<file path="config.mk">
export PLATFORM = sky130hd
export DESIGN_NAME = blue_ctrl
export DESIGN_NICKNAME = d
export VERILOG_FILES = /design/src/rtl/blue_pkg.sv /design/src/rtl/tick_gen.sv /design/src/rtl/blue_ctrl.sv
export SDC_FILE = /design/constraint.sdc
export NUM_CORES = 1
export LEC_CHECK = 0
export CORE_ASPECT_RATIO = 0.7
export CORE_MARGIN = 2
export CORE_UTILIZATION = 60
export CTS_CLUSTER_SIZE = 8
export DETAILED_ROUTE_END_ITERATION = 8
export HOLD_SLACK_MARGIN = 0.08
export PLACE_DENSITY_LB_ADDON = 0.12
export SLEW_MARGIN = 0
export SYNTH_ARGS = -nofsm -noshare
export SYNTH_HDL_FRONTEND = slang
export SYNTH_HIERARCHICAL = 1
export SYNTH_SLANG_ARGS = --single-unit
</file>
<file path="constraint.sdc">
create_clock -name clk -period 9.1 [get_ports clk]
set_input_delay 2.73 -clock clk [delete_from_list [all_inputs] [get_ports clk]]
set_output_delay 2.73 -clock clk [all_outputs]
set_load 0.02 [all_outputs]
</file>
<file path="src/rtl/blue_pkg.sv">
// rtl/blue_pkg.sv - shared encodings and geometry for the blue sprite controller
package blue_pkg;

  typedef logic [1:0] state_t;

  localparam state_t ST_STAND = 2'b00;
  localparam state_t ST_RUN   = 2'b01;
  localparam state_t ST_JUMP  = 2'b10;

  localparam int SPRITE_SIZE = 47;
  localparam int SCREEN_W    = 640;
  localparam int SCREEN_H    = 480;
  localparam int X_MAX       = SCREEN_W - SPRITE_SIZE;

  localparam int BS_FACE_BIT = 0;
  localparam int BS_STATE_LO = 1;
  localparam int BS_STATE_HI = 2;

endpackage

</file>
<file path="src/rtl/tick_gen.sv">
// rtl/tick_gen.sv - free-running divider producing a one-cycle motion tick
module tick_gen #(
  parameter int DIV = 1666667
) (
  input  logic clk,
  input  logic rstn,
  output logic tick
);

  logic [31:0] cnt;

  assign tick = (cnt == 32'(DIV - 1));

  always_ff @(posedge clk or negedge rstn) begin
    if (!rstn)     cnt <= '0;
    else if (tick) cnt <= '0;
    else           cnt <= cnt + 32'd1;
  end

endmodule

</file>
<file path="src/rtl/blue_ctrl.sv">
// rtl/blue_ctrl.sv - stand/run/jump motion of the blue sprite plus pixel hit and ROM address
module blue_ctrl
  import blue_pkg::*;
#(
  parameter int TICK_DIV = 1666667,
  parameter int RUN_STEP = 2,
  parameter int JUMP_V0  = 12,
  parameter int GRAVITY  = 1,
  parameter int X_INIT   = 100,
  parameter int GROUND_Y = 400
) (
  input  logic        clk,
  input  logic        rstn,
  input  logic        key_left,
  input  logic        key_right,
  input  logic        key_jump,
  input  logic [9:0]  hcnt,
  input  logic [9:0]  vcnt,
  output logic [2:0]  blue_state,
  output logic [11:0] blue,
  output logic        blue_hit,
  output logic [9:0]  pos_x,
  output logic [9:0]  pos_y
);

  localparam logic signed [11:0] STEP_S   = 12'(RUN_STEP);
  localparam logic signed [11:0] XMAX_S   = 12'(X_MAX);
  localparam logic signed [10:0] V0_S     = 11'(JUMP_V0);
  localparam logic signed [10:0] GRAV_S   = 11'(GRAVITY);
  localparam logic signed [10:0] GROUND_S = 11'(GROUND_Y);

  logic tick;
  tick_gen #(.DIV(TICK_DIV)) u_tick (.clk(clk), .rstn(rstn), .tick(tick));

  state_t            state_q, state_d;
  logic              facing_q, facing_d;
  logic [9:0]        x_q, x_d, y_q, y_d;
  logic signed [10:0] vy_q, vy_d;

  logic              one_key;
  logic signed [11:0] x_ext, x_right, x_left;
  logic [9:0]        x_h;
  logic signed [10:0] y_calc, vy_calc;

  assign one_key = key_left ^ key_right;
  assign x_ext   = $signed({2'b00, x_q});
  assign x_right = x_ext + STEP_S;
  assign x_left  = x_ext - STEP_S;
  assign y_calc  = $signed({1'b0, y_q}) - vy_q;
  assign vy_calc = vy_q - GRAV_S;

  // Horizontal result for a single held direction key, clamped to the visible span
  always_comb begin
    x_h = x_q;
    if (key_right) x_h = (x_right > XMAX_S) ? 10'(X_MAX) : x_right[9:0];
    else           x_h = (x_left < 12'sd0) ? 10'd0 : x_left[9:0];
  end

  always_comb begin
    state_d  = state_q;
    facing_d = facing_q;
    x_d      = x_q;
    y_d      = y_q;
    vy_d     = vy_q;
    case (state_q)
      ST_STAND, ST_RUN: begin
        if (key_jump) begin
          state_d = ST_JUMP;
          vy_d    = V0_S;
        end else begin
          state_d = one_key ? ST_RUN : ST_STAND;
          if (one_key) begin
            facing_d = key_right;
            x_d      = x_h;
          end
        end
      end
      ST_JUMP: begin
        if (one_key) begin
          facing_d = key_right;
          x_d      = x_h;
        end
        if (y_calc >= GROUND_S) begin
          y_d     = 10'(GROUND_Y);
          vy_d    = '0;
          state_d = one_key ? ST_RUN : ST_STAND;
        end else begin
          y_d  = (y_calc < 11'sd0) ? 10'd0 : y_calc[9:0];
          vy_d = vy_calc;
        end
      end
      default: state_d = ST_STAND;
    endcase
  end

  always_ff @(posedge clk or negedge rstn) begin
    if (!rstn) begin
      state_q  <= ST_STAND;
      facing_q <= 1'b1;
      x_q      <= 10'(X_INIT);
      y_q      <= 10'(GROUND_Y);
      vy_q     <= '0;
    end else if (tick) begin
      state_q  <= state_d;
      facing_q <= facing_d;
      x_q      <= x_d;
      y_q      <= y_d;
      vy_q     <= vy_d;
    end
  end

  logic [10:0] x_end, y_end;
  logic [9:0]  dx, dy;
  logic        hit_c;
  logic [11:0] addr_c;

  assign x_end  = {1'b0, x_q} + 11'(SPRITE_SIZE);
  assign y_end  = {1'b0, y_q} + 11'(SPRITE_SIZE);
  assign hit_c  = (hcnt >= x_q) && ({1'b0, hcnt} < x_end) &&
                  (vcnt >= y_q) && ({1'b0, vcnt} < y_end);
  assign dx     = hcnt - x_q;
  assign dy     = vcnt - y_q;
  assign addr_c = 12'(dy) * 12'(SPRITE_SIZE) + 12'(dx);

  always_ff @(posedge clk or negedge rstn) begin
    if (!rstn) begin
      blue_hit <= 1'b0;
      blue     <= '0;
    end else begin
      blue_hit <= hit_c;
      blue     <= hit_c ? addr_c : 12'd0;
    end
  end

  assign blue_state[BS_STATE_HI:BS_STATE_LO] = state_q;
  assign blue_state[BS_FACE_BIT]             = facing_q;
  assign pos_x = x_q;
  assign pos_y = y_q;

endmodule

</file>
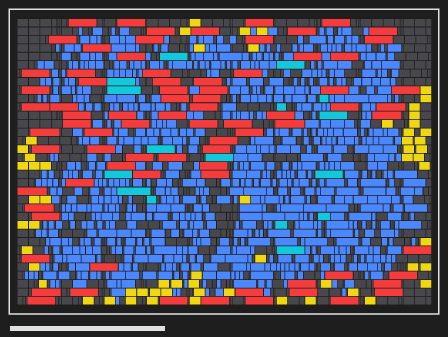
Fig. 1. Cells coloured by class.
The bar under the picture is 50 µm long. Fill, decap, tap and diode cells in grey.
- remaining buffers and delay cells: yellow (cells 60; share of their area 7.1%)
- clock drivers and dummy loads: cyan (cells 16; share of their area 4.0%)
- remaining logic cells: blue (cells 761; share of their area 65%)
- registers: red (cells 79; share of their area 24%)
Design Area, Final: 8600 µm²
core area: 12400 µm²
final core occ: 69.5%
std cell rows: 34

==> CHANGELOG.md <==
### Metrics

- Status: completed
- Synth async-reset ratio: 100%
- Clock buffer depth: 2
- Tcrit/Tclk final: 93.2%
- PD cells: 191 nW/µm²
- Buffer share of cell area: 6.95%
- Final Skew: 0.0100 ns
- Vias in the first global route: 6374
- Die width: 138 µm
- Hold_ws: 0.476 ns
- EDFF count, synth: 0
- Final Max Slew Viols: 0
- Sequential share of the synthesized area: 26.2%
- Setup TNS: 0 ns
- Crit path DRT: 9.30 ns
- Share of cells above drive strength 1: 5.13%
- Root Buffer: clkbuf_16
- Clk slew on worst S/H paths: 0.07 ns
- Nets: 1054
- DP Wirelength: 13700 µm
- P_sw: 0.000645 W
- H-tree depth: 3
- Clock power frac: 25.5%
- Via-to-Cell Ratio: 6.02
- Pre-antenna DRT Iters: 5
- Gate power share: 52.4%
- Setup ws final: 0.623 ns
- Cells after synthesis: 860
- Comb/total area: 59.1%
- Area after DPL: 8270 µm²
- Area Growth Syn to Fin: 13.7%
- Worst skew pair latency: 0.35 ns
- Count leader, synth: inv_1
- DR WL/cell: 16.8 µm
- Setup crit start kind: input port
- Min Tclk post-route: 8.48 ns
- Yosys adder share: 22.4%
- Clk. pwr: 0.000419 W
- Inserted Clock Buffers: 9
- CP Launch Point: vcnt[0]
- Signal buffers: 60
- Worst setup path class: input port to register
- Register area: 1990 µm²
- Global placement routability congestion: 0.906
- Synth top cells by count: 105 x inv_1, 89 x ha_1, 72 x dfrtp_1
- Max IR drop VDD: 0.362 mV
- Tap cells: 162
- Simple-Gate Area Share: 19.1%
- Internal: 0.000999 W
- Wirelength, routed: 18100 µm
- CP Cell Sequence: clkdlybuf4s50_1 -> inv_1 -> ha_1 -> inv_1 -> fa_1 -> a211oi_1 -> o21bai_1 -> a21oi_1 -> xnor2_1 -> fa_1 -> inv_1 -> fa_1 -> inv_1 -> fa_1 -> inv_1 -> fa_1 -> inv_1 -> ha_1 -> a21oi_1 -> nor4b_1 -> o31ai_1 -> xnor2_1 -> xnor2_1 -> nor2_1
- Cells in synth_stat.txt: 860
- WP buf/inv: 7
- Most common reg cell: dfrtp_1
- TritonCTS Sinks: 79
- Power Sequential: 0.000363 W
- Synth logic family: adder cells
- Overflow after GRT: 0
- Gr usage total: 27.5%
- CP Max Fanout: 5
- Crit path max-delay family: adder cells
- CP dominant cell by count: inv_1
- LEAKAGE: 3.84 nW
- Power, Total: 0.00164 W
- Hold Path Class: register to register
- Input/output buffers: 60
- Top class by area: multi-input combinational cells
- Post-synthesis sequential element count: 79
- Post CTS Setup Buffer Count: 0
- Count of tool warnings: 33
- Filler Cells Inserted: 958
- Launch point of the worst hold path: facing_q
- Hold_buf cts: 0
- Max-area cell share: 23.8%
- Seq/total area: 23.1%
- Combinational power: 0.000862 W
- Critical path arrival: 8.68 ns
- Synth Area in XOR/XNOR: 10.1%
- Largest net degree at the start of global routing: 80
- Flop count: 79
- Worst-margin pin slew: 1.02 ns
- Flop pwr share: 22.1%
- Die height: 98.0 µm
- Final Hold Violating Endpoints: 0
- Compound Share, Synth: 15.5%
- YS warnings: 6
- Max-Slew Margin vs Limit: 31.8%
- Top Layout Cells: 105 x inv_1, 89 x ha_1, 72 x dfrtp_1, 62 x xnor2_1, 59 x clkdlybuf4s50_1
- Top area cell types: dfrtp_1 24%, ha_1 15%, fa_1 7.7%
- Initial antenna violation count: 0
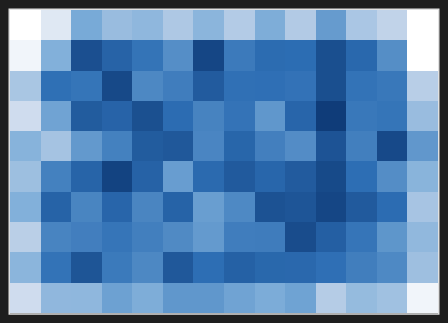
Fig. 2. Placement density heat map.
14 x 10 tiles, from white (low) to dark blue (high), 0 to 100% covered.
- fullest tile: 95%
- mean over tiles: 62%
- nearly empty tiles: 2.1%
Initial Utilization: 61.1%

## flip-flops by register name (all words and copies together) (netlist names)
register	cells
u_tick/cnt	32
vy_q	11
facing_q	1
state_q	2
pos_x	10
blue	12
blue_hit	1
pos_y	10
## path summary, 6_finish.rpt
path	endpoint	slack [ns]	cells after the start
max	blue[11]	0.62	24
min	facing_q	0.48	2
max reg2reg	blue[11]	3.01	22
min reg2reg	facing_q	0.48	2
max in group asynchronous	pos_y[9]	5.88	1
min in group asynchronous	pos_x[1]	2.55	1
## layer usage
metal  track usage [%]  part of all wire (%)  up-vias
met5                 0                     0        -
met4              6.75                   1.1        0
met3              4.71                   5.8       21
met2              43.3                    45      252
met1              39.9                    48     3094
li1                  -                     -     3119
No activity file was given, so power comes from the tool's default toggle rates.
